--- src/rtl/fx3_stream_ctrl.sv ---
// FX3 GPIF burst read controller.
// Arbitrates bursts with the FX3 (dataAvailable/readData), pops BURST_WORDS samples from a
// show-ahead FIFO, widens them onto the FX3 bus, and keeps a sticky buffer-error flag.
// testMode substitutes an internal counter pattern for FIFO data.
// Optional feature macro: BURST_HEADER_EN puts a {4'hA, seq} header word at the start of
// each burst.
module fx3_stream_ctrl #(
  parameter int unsigned DATA_WIDTH   = 16,
  parameter int unsigned SAMPLE_WIDTH = 10,
  parameter int unsigned LEVEL_WIDTH  = 15,
  parameter int unsigned BURST_WORDS  = 8192,
  parameter int unsigned READ_LATENCY = 2
) (
  input  logic                    clock,
  input  logic                    nReset,
  input  logic                    collectData,
  input  logic                    readData,
  input  logic                    testMode,
  input  logic [LEVEL_WIDTH-1:0]  fifoLevel,
  input  logic                    fifoEmpty,
  input  logic [SAMPLE_WIDTH-1:0] fifoData,
  input  logic                    fifoOverflow,
  output logic                    fifoRead,
  output logic [DATA_WIDTH-1:0]   dataOut,
  output logic                    dataAvailable,
  output logic                    isReading,
  output logic                    bufferError
);

  localparam int unsigned WordW = $clog2(BURST_WORDS);
  // LAT counts 0 .. READ_LATENCY-2; keep at least one bit even when LAT is unused.
  localparam int unsigned LatW  = (READ_LATENCY > 2) ? $clog2(READ_LATENCY - 1) : 1;
  localparam logic [LatW-1:0]  LatLast  = LatW'((READ_LATENCY >= 2) ? READ_LATENCY - 2 : 0);
  localparam logic [WordW-1:0] WordLast = WordW'(BURST_WORDS - 1);
`ifdef BURST_HEADER_EN
  localparam int unsigned NeedWords = BURST_WORDS - 1;
`else
  localparam int unsigned NeedWords = BURST_WORDS;
`endif
  localparam logic [LEVEL_WIDTH-1:0] LevelNeed = LEVEL_WIDTH'(NeedWords);

  typedef enum logic [2:0] {StIdle, StWaitData, StReady, StLat, StBurst} state_e;

  state_e                  state_q, state_d;
  logic                    rd_prev_q;
  logic [LatW-1:0]         lat_q, lat_d;
  logic [WordW-1:0]        word_q, word_d;
  logic [SAMPLE_WIDTH-1:0] pat_q, pat_d;
  logic [DATA_WIDTH-1:0]   data_q, data_d;
  logic                    avail_q, avail_d;
  logic                    err_q, err_d;
  logic                    burst;
  logic                    hdr;
`ifdef BURST_HEADER_EN
  logic [DATA_WIDTH-5:0]   seq_q, seq_d;
`endif

  // Burst FSM: next state plus latency and word counters.
  always_comb begin
    state_d = state_q;
    lat_d   = lat_q;
    word_d  = word_q;
    unique case (state_q)
      StIdle: begin
        if (collectData) state_d = StWaitData;
      end
      StWaitData: begin
        if (testMode || (fifoLevel >= LevelNeed)) state_d = StReady;
      end
      StReady: begin
        // Rising edge only: a readData left high from before must drop and rise again.
        if (readData && !rd_prev_q) begin
          lat_d   = '0;
          word_d  = '0;
          state_d = (READ_LATENCY > 1) ? StLat : StBurst;
        end
      end
      StLat: begin
        if (lat_q == LatLast) state_d = StBurst;
        else                  lat_d   = lat_q + 1'b1;
      end
      StBurst: begin
        if (word_q == WordLast) state_d = StWaitData;
        else                    word_d  = word_q + 1'b1;
      end
      default: state_d = StIdle;
    endcase
    if (!collectData) state_d = StIdle;
  end

  // Datapath: word select, pattern counter, sticky error and burst sequence number.
  always_comb begin
    burst  = (state_q == StBurst);
`ifdef BURST_HEADER_EN
    hdr    = burst && (word_q == '0);
    seq_d  = seq_q;
`else
    hdr    = 1'b0;
`endif
    data_d = data_q;
    pat_d  = pat_q;
    err_d  = err_q;
    if (burst) begin
      if (hdr) begin
`ifdef BURST_HEADER_EN
        data_d = {4'hA, seq_q};
`endif
      end else if (testMode) begin
        data_d = DATA_WIDTH'(pat_q);
        pat_d  = pat_q + 1'b1;
      end else if (fifoEmpty) begin
        data_d = '0;
        err_d  = 1'b1;
      end else begin
        data_d = DATA_WIDTH'(fifoData);
      end
    end
`ifdef BURST_HEADER_EN
    if (burst && (word_q == WordLast)) seq_d = seq_q + 1'b1;
`endif
    if ((state_q != StIdle) && fifoOverflow) err_d = 1'b1;
    // Entering or sitting in IDLE wipes per-session state.
    if (state_d == StIdle) begin
      err_d = 1'b0;
      pat_d = '0;
`ifdef BURST_HEADER_EN
      seq_d = '0;
`endif
    end
    avail_d = (state_d == StReady);
  end

  // State and datapath registers.
  always_ff @(posedge clock or negedge nReset) begin
    if (!nReset) begin
      state_q   <= StIdle;
      rd_prev_q <= 1'b0;
      lat_q     <= '0;
      word_q    <= '0;
      pat_q     <= '0;
      data_q    <= '0;
      avail_q   <= 1'b0;
      err_q     <= 1'b0;
`ifdef BURST_HEADER_EN
      seq_q     <= '0;
`endif
    end else begin
      state_q   <= state_d;
      rd_prev_q <= readData;
      lat_q     <= lat_d;
      word_q    <= word_d;
      pat_q     <= pat_d;
      data_q    <= data_d;
      avail_q   <= avail_d;
      err_q     <= err_d;
`ifdef BURST_HEADER_EN
      seq_q     <= seq_d;
`endif
    end
  end

  assign fifoRead      = burst && !hdr && !testMode && !fifoEmpty;
  assign isReading     = burst;
  assign dataOut       = data_q;
  assign dataAvailable = avail_q;
  assign bufferError   = err_q;

endmodule

--- config.mk ---
export PLATFORM = sky130hd
export DESIGN_NAME = fx3_stream_ctrl
export DESIGN_NICKNAME = d
export VERILOG_FILES = /design/src/rtl/fx3_stream_ctrl.sv
export SDC_FILE = /design/constraint.sdc
export NUM_CORES = 1
export LEC_CHECK = 0
export CAP_MARGIN = 40
export CELL_PAD_IN_SITES_DETAIL_PLACEMENT = 0
export CELL_PAD_IN_SITES_GLOBAL_PLACEMENT = 1
export CORE_ASPECT_RATIO = 0.7
export CORE_MARGIN = 1
export CORE_UTILIZATION = 47
export DETAILED_ROUTE_END_ITERATION = 6
export DONT_BUFFER_PORTS = 1
export GPL_ROUTABILITY_DRIVEN = 0
export PLACE_DENSITY = 0.9
export SYNTH_ARGS = -nofsm -noshare
export SYNTH_HDL_FRONTEND = slang
export SYNTH_SLANG_ARGS = --single-unit
--- constraint.sdc ---
create_clock -name clock -period 2.1 [get_ports clock]
set_clock_uncertainty 0.05 [all_clocks]
set_input_delay 0.63 -clock clock [delete_from_list [all_inputs] [get_ports clock]]
set_output_delay 0.63 -clock clock [all_outputs]
set_load 0.03 [all_outputs]
==> results.rst, run 1 <==
Run summary
-----------

.. list-table::
   :header-rows: 1

   * - Metric
     - Value
   * - LEAKAGE
     - 0.000998 uW
   * - Count of antenna-violating nets left after detailed routing
     - 0
   * - Post-synth seq share
     - between 40% and 50%
   * - Ports
     - about 52
   * - Post-synthesis cell count from yosys
     - 211
   * - TritonCTS clock tree
     - done
   * - Antenna cell count
     - 0
   * - Drt drc
     - 0
   * - Setup TNS
     - -47.6 ps
   * - Antenna violations before repair
     - 0
   * - Power density of the placed cells
     - 1050 mW/mm^2
   * - Final worst-path setup slack
     - -25.9 ps
   * - Buffer depth of the longest clock path
     - 2
   * - Slew at the pin with the worst max-slew slack
     - slightly above 600 ps
   * - Share of post-route cells with drive strength above 1
     - 11.4%
   * - Synthesized cell area
     - about 0.0020 sq mm
   * - Post-layout period usage of the worst path
     - 101%
   * - Max-slew violation count
     - 0
   * - Number of violations of the max-capacitance limit
     - 0
   * - Vertical die size
     - 56.6 um
   * - Synthesis-to-finish area growth
     - 12.0%
   * - Width of the die
     - 80.0 um
   * - Clock Sink Count
     - 39
   * - Async SR Flop Fraction
     - 100%
   * - Area taken by flip-flops and latches
     - 976 sq um
   * - Avg Inst Size Synth
     - ~9.5 sq um
   * - Synthesized chip area reported by yosys
     - 0.00200 sq mm
   * - Placed standard-cell area
     - 0.00209 sq mm
   * - R2R Path End
     - word_q[1]
   * - Cell count after synthesis
     - 211
   * - H-tree level count
     - 2
   * - Most common flop cell mapped by yosys
     - dfrtp_1
   * - Non-filler cells in the finished layout
     - roughly 270
   * - Depth of the worst register-to-register path
     - 6
   * - Category of the most critical setup path
     - reg2out
   * - Clock Pin Slew Worst Setup and Hold Paths
     - 80 ps
   * - Largest net degree at the start of global routing
     - ~40
   * - Violated checks
     - negative setup slack
   * - Synth Warn #
     - 0
   * - Later-pin clock latency in the skew report
     - 300 ps
   * - Setup crit start kind
     - register
   * - Period minus WS final
     - 2130 ps
   * - Post-synth regs
     - 39
   * - Number of global-route vias before repair
     - 1,362
   * - Unrepaired setup endpoints after global routing
     - true
   * - Required time reported for the critical path endpoint
     - 1420 ps
   * - HPWL after detailed placement
     - 2950 um
   * - Hold/Removal Path Class
     - in2async
   * - Area of all placed cells without fillers
     - 0.00224 sq mm
   * - Highest net fanout along the worst path
     - 4
   * - Cell count after placement
     - 262
   * - Final Hold Violation Tally
     - 0
   * - Vias per cell
     - 5.80
   * - Result of the run
     - finished with violations
   * - Start of the worst register-to-register path
     - word_q[0]
   * - Area of the die
     - 0.00452 sq mm
   * - Critical path endpoint category
     - primary output
   * - Count of input and output buffers
     - 0
   * - Total global routing overflow
     - 0
   * - Start point of the critical path
     - state_q[0]
   * - Initial DRC count
     - 139
   * - Final setup violation count
     - 2
   * - Worst slew margin relative to its limit
     - between 50% and 60%
   * - Data arrival time of the critical path
     - 1450 ps
   * - Setup slack, reg-to-reg
     - ~200 ps
   * - Worst VDD drop
     - 0.680 mV
   * - Yosys cell types
     - 45
==> run 1: metrics by stage <==
stage / setup WS (ps) / power (uW)
finish: -25.9 / 2350
global route: -69.1 / 2490
CTS: -15.0 / 2360
detailed placement: 196 / 1680
global placement: 209 / 1660
floorplan: -16.7 / 1590
==> run 1: cell usage in the layout (no fill, tap or decap), drive strengths merged, types with 6 or more instances in the layout <==
cell,instances
dfrtp,39
nor2,29
nand2,23
nand3,14
buf,11
a21oi,10
o21ai,9
a221oi,8
mux2i,7
conb,6
clkbuf,6
==> run 1: sequential cells by signal, summed over array words and instances (netlist names) <==
| name | count |
|---|---|
| state_q | 3 |
| rd_prev_q | 1 |
| dataOut | 10 |
| word_q | 13 |
| bufferError | 1 |
| dataAvailable | 1 |
| pat_q | 10 |
==> run 1: report_power, final <==
part	switching [uW]	internal (uW)	leakage [uW]
logic	193	163	0.000428
clock network	270	384	0.0000612
registers	390	947	0.000509
==> run 1: cell type report <==
cell class	count	share of cell area, %
Clock buffer	6	3.69
Clock inverter	2	1.56
Inverter	3	0.838
Multi-Input combinational cell	159	42.5
Sequential cell	39	43.6
Tap cell	52	2.91
Timing Repair Buffer	11	4.97
==> run 1: critical path, stage by stage, from the launching register on <==
cell and delay (ps):
dfrtp_1 400, or3b_4 470, nor3_4 130, buf_6 150
==> run 1: worst max-delay path by stage <==
| stage | slack (ps) | endpoint |
|---|---|---|
| after floorplan | -20 | fifoRead |
| final | -30 | fifoRead |
| after global placement | 210 | word_q[11] |
| after CTS | -10 | isReading |
| after detailed placement | 200 | word_q[11] |
| after global routing | -70 | fifoRead |
==> run 1: per-layer routing <==
layer | track usage [%] | vias to the layer above | wire, um
met5 | 0 | - | 0
met4 | 7.14 | 0 | 66
met3 | 7.80 | 6 | 274
met2 | 25.0 | 47 | 1640
met1 | 31.4 | 754 | 2240
li1 | - | 771 | -
==> run 1: timing repair <==
| action | in CTS | in global routing |
|---|---|---|
| setup endpoints to repair | 2 | 2 |
| endpoints found under the hold margin | 39 | 0 |
| setup buffers | 0 | 1 |
| hold buffers | 1 | 0 |
| gates resized | 2 | 1 |
| pin swaps | 0 | 1 |
==> run 1: cell families (layout without fill, tap and decap cells) <==
group,Yosys count,after routing,share of synthesized area (%)
AND-OR/OR-AND,39,39,13.1
multiplexers,8,8,4.07
AND/OR/NAND/NOR,96,96,23.8
buffers and inverters,18,22,5.26
XOR/XNOR,8,8,3.50
other,1,6,0.188
flip-flops,39,39,48.8
adder cells (fa/ha/maj),2,2,1.25
==> run 1: Yosys cell counts (2+ instances only) <==
cell type,n,share of area [%]
xor2_1,5,2.2
a221oi_1,8,3.5
nand3_1,14,3.5
inv_1,2,0.38
and3_1,5,1.6
o21ai_0,9,2.3
dfrtp_1,39,49
clkbuf_1,6,1.1
and4_1,3,1.3
a21oi_1,10,2.5
o31ai_1,3,1.1
nand2_1,22,4.1
buf_2,2,0.50
mux2i_1,7,3.5
buf_4,6,2.3
nand4_1,4,1.3
ha_1,2,1.3
nor3_1,4,1.0
nor2_1,29,5.4
nor3b_1,3,1.1
nor4_1,2,0.63
xnor2_1,3,1.3
run_1/cell_density.png
8 x 6 tiles, from white (low) to dark blue (high), 0 to 100% covered.
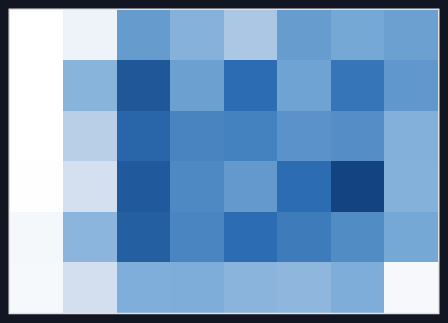
The mean over all tiles is 48%. 8.3% of the tiles are nearly empty. The fullest tile reaches 92%. 17% of the tiles are over 75% full.
Starting Density: 50.1%
post-route core utilization: 56.1%
core area: 0.00399 sq mm

run_1/wires.png
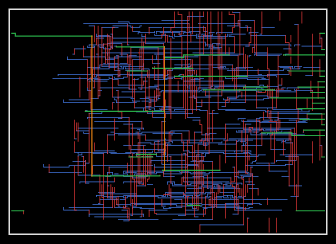
metal 1: shown in blue, wire length 2,240 um. metal 3: shown in green, wire length 275 um. metal 4: shown in orange, wire length 66.6 um. metal 2: shown in red, wire length 1,640 um.
Final Routed Wirelength: 4230 um
combined global-route utilization of all metal layers: 20.3%
total number of vias: 1,578
Routed WL per cell: 15.5 um

run_1/logic_types.png
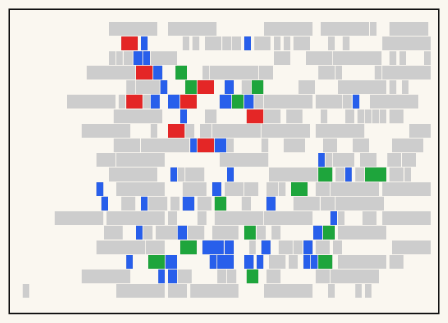
xor and xnor cells: shown in red, cells 8. nand cells: shown in blue, cells 43. and/or cells: shown in green, cells 14.
most common logic cell in the routed design: dfrtp_1
share of the final layout cell area in multi-input gates: 42.5%

run_1/congestion.png
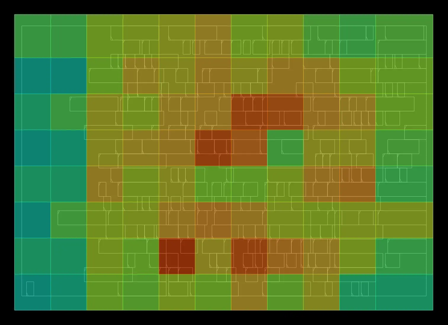

==> run 1 -> run 2 <==
CORE_UTILIZATION = 36   (was 47)
DONT_BUFFER_PORTS = default   (was 1)
PLACE_DENSITY = 0.91   (was 0.9)
REMOVE_ABC_BUFFERS = 1   (was default)
run_2/congestion.png
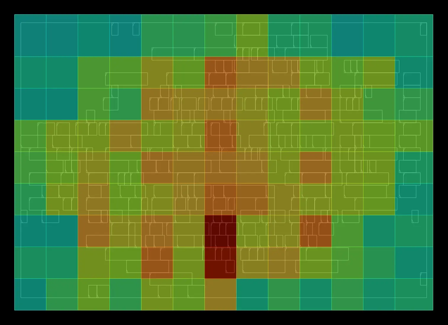
met3 global-route usage: 5.12%
routing usage on met2: 22.8%

run_2/logic_types.png
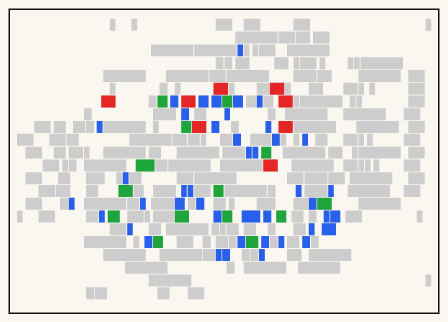
nand cells: shown in blue, cells 43. xor and xnor cells: shown in red, cells 8. and/or cells: shown in green, cells 14.
non-filler cells in the finished layout: 328
share of the final layout cell area in multi-input gates: 37.1%

run_2/layer_met2.png
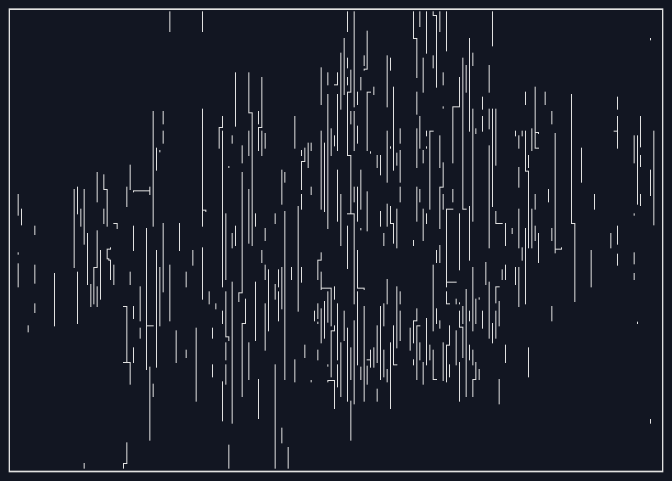
The layer holds 40% of the routed length. The layer carries 1,710 um of wire.
Final Routed Wirelength: 4320 um
total number of vias: 1,663

==> results.rst, run 2 <==
Run summary
-----------

.. list-table::
   :header-rows: 1

   * - Metric
     - Value
   * - Result of the run
     - complete, no violations
   * - Top logic cells by instance count in the layout
     - dfrtp_1, nor2_1, clkdlybuf4s50_1
   * - Combined global-route utilization of all metal layers
     - 16.6% (-3.7 points)
   * - Vertical die size
     - 64.4 um (+14%)
   * - Later-pin clock latency in the skew report
     - 290 ps (about the same)
   * - Category of the most critical setup path
     - reg2out
   * - Synthesis-to-finish area growth
     - 27.5%
   * - Critical path endpoint category
     - primary output
   * - HPWL after detailed placement
     - 3150 um (+6.7%)
   * - Routed WL per cell
     - 13.2 um (-15%)
   * - Total global routing overflow
     - 0 (unchanged)
   * - Slew at the pin with the worst max-slew slack
     - 694 ps (+87.0 ps)
   * - Synthesized cell area
     - 0.00200 sq mm (unchanged)
   * - Post-synthesis cell count from yosys
     - 211 (unchanged)
   * - Buffer depth of the longest clock path
     - 2 (unchanged)
   * - Worst slew margin relative to its limit
     - 53.5% (-5.8 points)
   * - Cell taking the most area after synthesis
     - dfrtp_1
   * - Cell count after synthesis
     - 211 (unchanged)
   * - Initial DRC count
     - 124 (-11%)
   * - Hold/Removal Path Class
     - in2async
   * - Vias per cell
     - 5.07 (-13%)
   * - Highest net fanout along the worst path
     - 5 (+1)
   * - Synthesized chip area reported by yosys
     - 0.00200 sq mm (unchanged)
   * - Worst VDD drop
     - 0.322 mV (-53%)
   * - Clock Sink Count
     - 39 (unchanged)
   * - Avg Inst Size Synth
     - 9.48 sq um (unchanged)
   * - Count of input and output buffers
     - 32 (+32)
   * - Area of the die
     - 0.00586 sq mm (+30%)
   * - Antenna cell count
     - 0 (unchanged)
   * - Post-layout period usage of the worst path
     - 99.6% (-1.6 points)
   * - Yosys cell types
     - 45 (unchanged)
   * - Async SR Flop Fraction
     - 100% (unchanged)
   * - Ports
     - 52 (unchanged)
   * - Top cells by area
     - dfrtp_1, nor2_1, nand2_1, a221oi_1, mux2i_1
   * - Hold-fix buffers, CTS
     - 0 (-1)
   * - Worst setup timing slack at the placement stage
     - -348 ps (-544 ps)
   * - Crit path buffers/inverters
     - 1 (unchanged)
   * - Commonest cells post-synth
     - dfrtp_1, nor2_1, nand2_1, nand3_1, a21oi_1
   * - Number of violations of the max-capacitance limit
     - 0 (unchanged)
   * - Data arrival time of the critical path
     - 1410 ps (-40 ps)
   * - Drt drc
     - 0 (unchanged)
   * - Share of post-route cells with drive strength above 1
     - 12.1% (+0.75 points)
   * - Clock Pin Slew Worst Setup and Hold Paths
     - 70 ps (about the same)
   * - Period minus WS final
     - 2090 ps (-33.3 ps)
## run 2: cell counts after synthesis
No cell type changed its count.
## run 2: cell families (layout without fill, tap and decap cells)
group / count (synthesis) / after routing / share of synthesized area [%]
AND/OR/NAND/NOR: 96 / 96 / 23.8
AND-OR/OR-AND: 39 / 39 / 13.1
flip-flops: 39 / 39 / 48.8
buffers and inverters: 18 / 58 / 5.26
XOR/XNOR: 8 / 8 / 3.50
multiplexers: 8 / 8 / 4.07
adder cells (fa/ha/maj): 2 / 2 / 1.25
other: 1 / 6 / 0.188
## run 2: final timing paths
kind / to / slack (ps) / cells past startpoint / startpoint
setup / recovery: fifoRead / 7 / 3 / state_q[1]
min in group clock: dataOut[3] / 440 / 2 / dataOut[3]
hold reg to reg: dataOut[3] / 440 / 2 / dataOut[3]
setup reg to reg: pat_q[8] / 220 / 5 / state_q[1]
hold / removal: rd_prev_q / 330 / 2 / nReset
max in group asynchronous: word_q[5] / 1340 / 2 / nReset
## run 2: repair_timing
action | 4_1_cts | 5_1_grt
buffers inserted | 0 | 1
hold endpoints to repair | 0 | 0
pin swaps | 1 | 1
endpoints found under the setup margin | 3 | 2
gates resized | 3 | 0
## run 2: per-stage QoR
stage          hold WS (ps)  TNS, ps  power [uW]  instance area, sq um  util, %
2_1_floorplan           284     -309        1570                  1930        -
3_3_place_gp            424    -3260        1920                  2430     46.1
3_5_place_dp            434    -3680        1940                  2430     46.1
4_1_cts                 345    -10.7        2500                  2540     48.1
5_1_grt                 362    -55.0        2640                  2550     48.2
6_report                327        0        2480                  2550     48.2
## run 2: report_power, final
part	internal (uW)	switching [uW]	leakage [uW]	total (uW)
Combinational	359	452	0.000561	811
Clock	300	252	0.0000515	552
Sequential	950	164	0.000509	1110
Total	1610	868	0.00112	2480
## run 2: metal layers
| metal | global-route usage [%] | share of wire, % |
|---|---|---|
| met1 | 24.7 | 54 |
| met2 | 22.8 | 40 |
| met3 | 5.12 | 5.0 |
| met4 | 4.76 | 1.2 |
| met5 | 0 | 0 |
## run 2: cell type report
| cell class | instances | area (sq um) |
|---|---|---|
| Multi-Input combinational cell | 159 | 945 |
| Sequential cell | 39 | 976 |
| Timing Repair Buffer | 47 | 422 |
| Clock buffer | 8 | 100 |
| Tap cell | 72 | 90.1 |
| Fill cell | 509 | 2740 |
| Inverter | 3 | 16.3 |
==> run 2 -> run 3 <==
CAP_MARGIN = 0   (was 40)
run_3/congestion.png
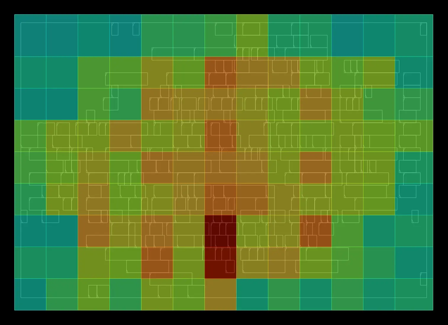
combined global-route utilization of all metal layers: 16.6%
post-route core utilization: 48.2%
most used routing layer: met1
global-route track usage on met1: 24.7%

run_3/layer_met2.png
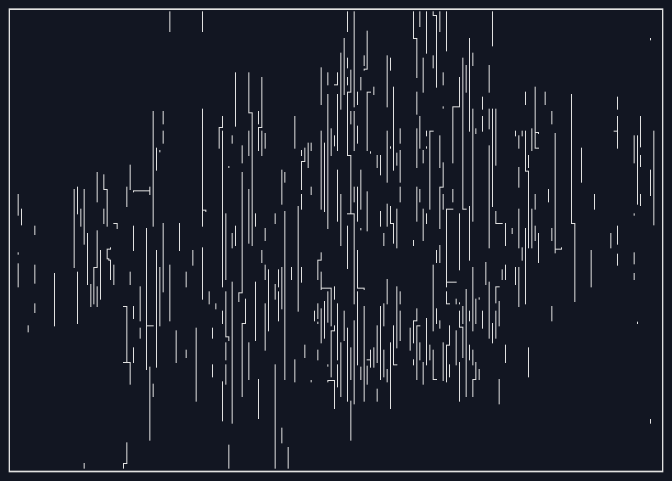
218 nets have wire on it. The layer carries 1,710 um of wire. The longest straight run is 23.5 um.

==> results.rst, run 3 <==
Run summary
-----------

.. list-table::
   :header-rows: 1

   * - Metric
     - Value
   * - Top logic cells by instance count in the layout
     - dfrtp_1, nor2_1, clkdlybuf4s50_1
   * - Filler Cell Count
     - 509 (unchanged)
   * - Core Rows
     - 22
   * - Worst VDD drop
     - 0.322 mV (unchanged)
   * - Count of flip-flops with a built-in enable after synthesis
     - 0
   * - Required time reported for the critical path endpoint
     - approximately 1400 ps
   * - Antenna cell count
     - 0 (unchanged)
   * - Cell taking the most area after synthesis
     - dfrtp_1
   * - Number of global-route vias before repair
     - 1,568
   * - Antenna violations before repair
     - 0
   * - Number of nets in the final layout
     - slightly below 300
   * - Ports
     - 52 (unchanged)
   * - Synthesized cell area
     - 0.00200 sq mm (unchanged)
   * - Later-pin clock latency in the skew report
     - 290 ps (about the same)
   * - Global-route wire length before repair
     - 7440 um
   * - Number of violations of the max-capacitance limit
     - 0 (unchanged)
   * - Number of logged tool warnings
     - approximately 40
   * - LEAKAGE
     - 0.00112 uW
   * - Starting Density
     - 37.8%
   * - Result of the run
     - complete, no violations
   * - Setup TNS
     - 0 ps (unchanged)
   * - Setup crit start kind
     - register
   * - Width of the die
     - 91.1 um
   * - H-tree level count
     - 2
   * - Hold/Removal Path Class
     - in2async
   * - Post-synth seq share
     - 48.8%
   * - Synthesis-to-finish area growth
     - 27.5% (unchanged)
   * - Total number of vias
     - 1,663 (unchanged)
   * - Core area
     - 0.00529 sq mm
   * - Worst slew margin relative to its limit
     - 53.5% (unchanged)
   * - Max-slew violation count
     - 0
   * - Power density of the placed cells
     - ~970 mW/mm^2
   * - Clock Pin Slew Worst Setup and Hold Paths
     - 70 ps (about the same)
   * - TritonCTS clock tree
     - done
   * - Vertical die size
     - 64.4 um (unchanged)
   * - Cell count after synthesis
     - 211 (unchanged)
   * - Buffer depth of the longest clock path
     - 2 (unchanged)
   * - Slew at the pin with the worst max-slew slack
     - 694 ps (unchanged)
   * - Register containing the most flip-flops in the final layout
     - word_q
   * - Count of antenna-violating nets left after detailed routing
     - 0
   * - Count of input and output buffers
     - 32 (unchanged)
   * - Data arrival time of the critical path
     - 1410 ps (about the same)
   * - Share of post-route cells with drive strength above 1
     - 12.1% (unchanged)
   * - Vias per cell
     - 5.07 (unchanged)
   * - Library cell used as clock root buffer
     - clkbuf_8
   * - Critical path endpoint category
     - primary output
   * - Category of the most critical setup path
     - reg2out
   * - Inserted Clock Buffers
     - 5
   * - Highest net fanout along the worst path
     - 5 (unchanged)
   * - Top cells by area
     - dfrtp_1, nor2_1, nand2_1, a221oi_1, mux2i_1
   * - Commonest cells post-synth
     - dfrtp_1, nor2_1, nand2_1, nand3_1, a21oi_1
   * - Post-layout period usage of the worst path
     - 99.6% (unchanged)
   * - Final setup violation count
     - 0
   * - Largest net degree at the start of global routing
     - 40
   * - Initial DRC count
     - 124 (unchanged)
   * - HPWL after detailed placement
     - 3150 um (unchanged)
   * - DRT Pass-1 Iters
     - 4
   * - Area of the die
     - 0.00586 sq mm (unchanged)
   * - Cell count after placement
     - 319
   * - Most common logic cell in the routed design
     - dfrtp_1
   * - Async SR Flop Fraction
     - 100% (unchanged)
   * - Final hold slack
     - 327 ps (unchanged)
   * - Drt drc
     - 0 (unchanged)
   * - Final Routed Wirelength
     - 4320 um (unchanged)
   * - Non-filler cells in the finished layout
     - 328 (unchanged)
   * - Period minus WS final
     - 2090 ps (unchanged)
   * - Total global routing overflow
     - 0 (unchanged)
   * - Synthesized chip area reported by yosys
     - 0.00200 sq mm (unchanged)
   * - FMAX
     - between 0.4 and 0.5 GHz
   * - Final Hold Violation Tally
     - 0
   * - Unrepaired setup endpoints after global routing
     - true
   * - Synth Warn #
     - 0
   * - Post-synth regs
     - 39
   * - Post-synthesis cell count from yosys
     - 211 (unchanged)
   * - Most common flop cell mapped by yosys
     - dfrtp_1
   * - Most frequent cell after synthesis
     - dfrtp_1
   * - Tot Pwr
     - 2480 uW (unchanged)
   * - Yosys cell types
     - 45 (unchanged)
   * - Avg Inst Size Synth
     - 9.48 sq um (unchanged)
   * - Dominant cell area share
     - 48.8%
   * - Max FFs per register
     - 13
   * - Clock Sink Count
     - 39 (unchanged)
run_3/wires.png
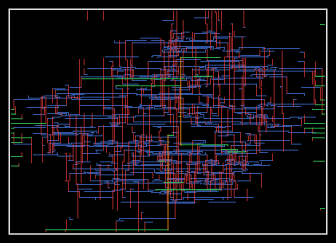
metal 3: shown in green, wire length 217 um. metal 4: shown in orange, wire length 52.4 um. metal 1: shown in blue, wire length 2,340 um. metal 2: shown in red, wire length 1,710 um.
Routed WL per cell: 13.2 um

[run 3: cell counts after synthesis]
Identical to the previous run, type by type.
[run 3: kinds of logic (layout without fill, tap and decap cells)]
family	after synthesis	count (layout)	share of synthesized area [%]
other	1	6	0.188
flip-flops	39	39	48.8
buffers and inverters	18	58	5.26
AND-OR/OR-AND	39	39	13.1
multiplexers	8	8	4.07
adder cells (fa/ha/maj)	2	2	1.25
AND/OR/NAND/NOR	96	96	23.8
XOR/XNOR	8	8	3.50
[run 3: area by class of cell]
| class | instances | area [sq um] | area share [%] |
|---|---|---|---|
| Inverter | 3 | 16.3 | 0.638 |
| Tap cell | 72 | 90.1 | 3.53 |
| Clock buffer | 8 | 100 | 3.93 |
| Timing Repair Buffer | 47 | 422 | 16.5 |
| Sequential cell | 39 | 976 | 38.3 |
| Multi-Input combinational cell | 159 | 945 | 37.1 |
[run 3: what timing repair did]
| item | CTS | global route |
|---|---|---|
| pin swaps | 1 | 1 |
| endpoints found under the setup margin | 3 | 2 |
| hold buffers | 0 | 0 |
| gates resized | 3 | 0 |
| setup buffers | 0 | 1 |
[run 3: final timing paths]
| check | startpoint | to | slack (ps) | cells after the start |
|---|---|---|---|---|
| hold reg to reg | dataOut[3] | dataOut[3] | 440 | 2 |
| max in group asynchronous | nReset | word_q[5] | 1340 | 2 |
| setup reg to reg | state_q[1] | pat_q[8] | 220 | 5 |
| hold / removal | nReset | rd_prev_q | 330 | 2 |
| setup / recovery | state_q[1] | fifoRead | 7 | 3 |
| min in group clock | dataOut[3] | dataOut[3] | 440 | 2 |
[run 3: worst max-delay path: stages (launching register included)]
cell	delay, ps
dfrtp_1	380
or3b_4	450
nor3_2	120
buf_4	180
[run 3: metrics by stage]
step | worst slack [ps] | instance area [sq um] | util [%]
global placement | -291 | 2430 | 46.1
CTS | -10.7 | 2540 | 48.1
finish | 7.35 | 2550 | 48.2
global route | -29.6 | 2550 | 48.2
floorplan | -309 | 1930 | -
detailed placement | -348 | 2430 | 46.1
[run 3: report_power, final]
part           internal, uW  switching [uW]  leakage (uW)  total (uW)
registers               950             164      0.000509        1110
clock network           300             252     0.0000515         552
logic                   359             452      0.000561         811
[run 3: per-layer routing]
metal	global-route usage (%)	vias to the layer above	share of wire [%]
met5	0	-	0
met4	4.76	0	1.2
met3	5.12	6	5.0
met2	22.8	43	40
met1	24.7	775	54
li1	-	839	-
Power is estimated from default activity; no workload was simulated.
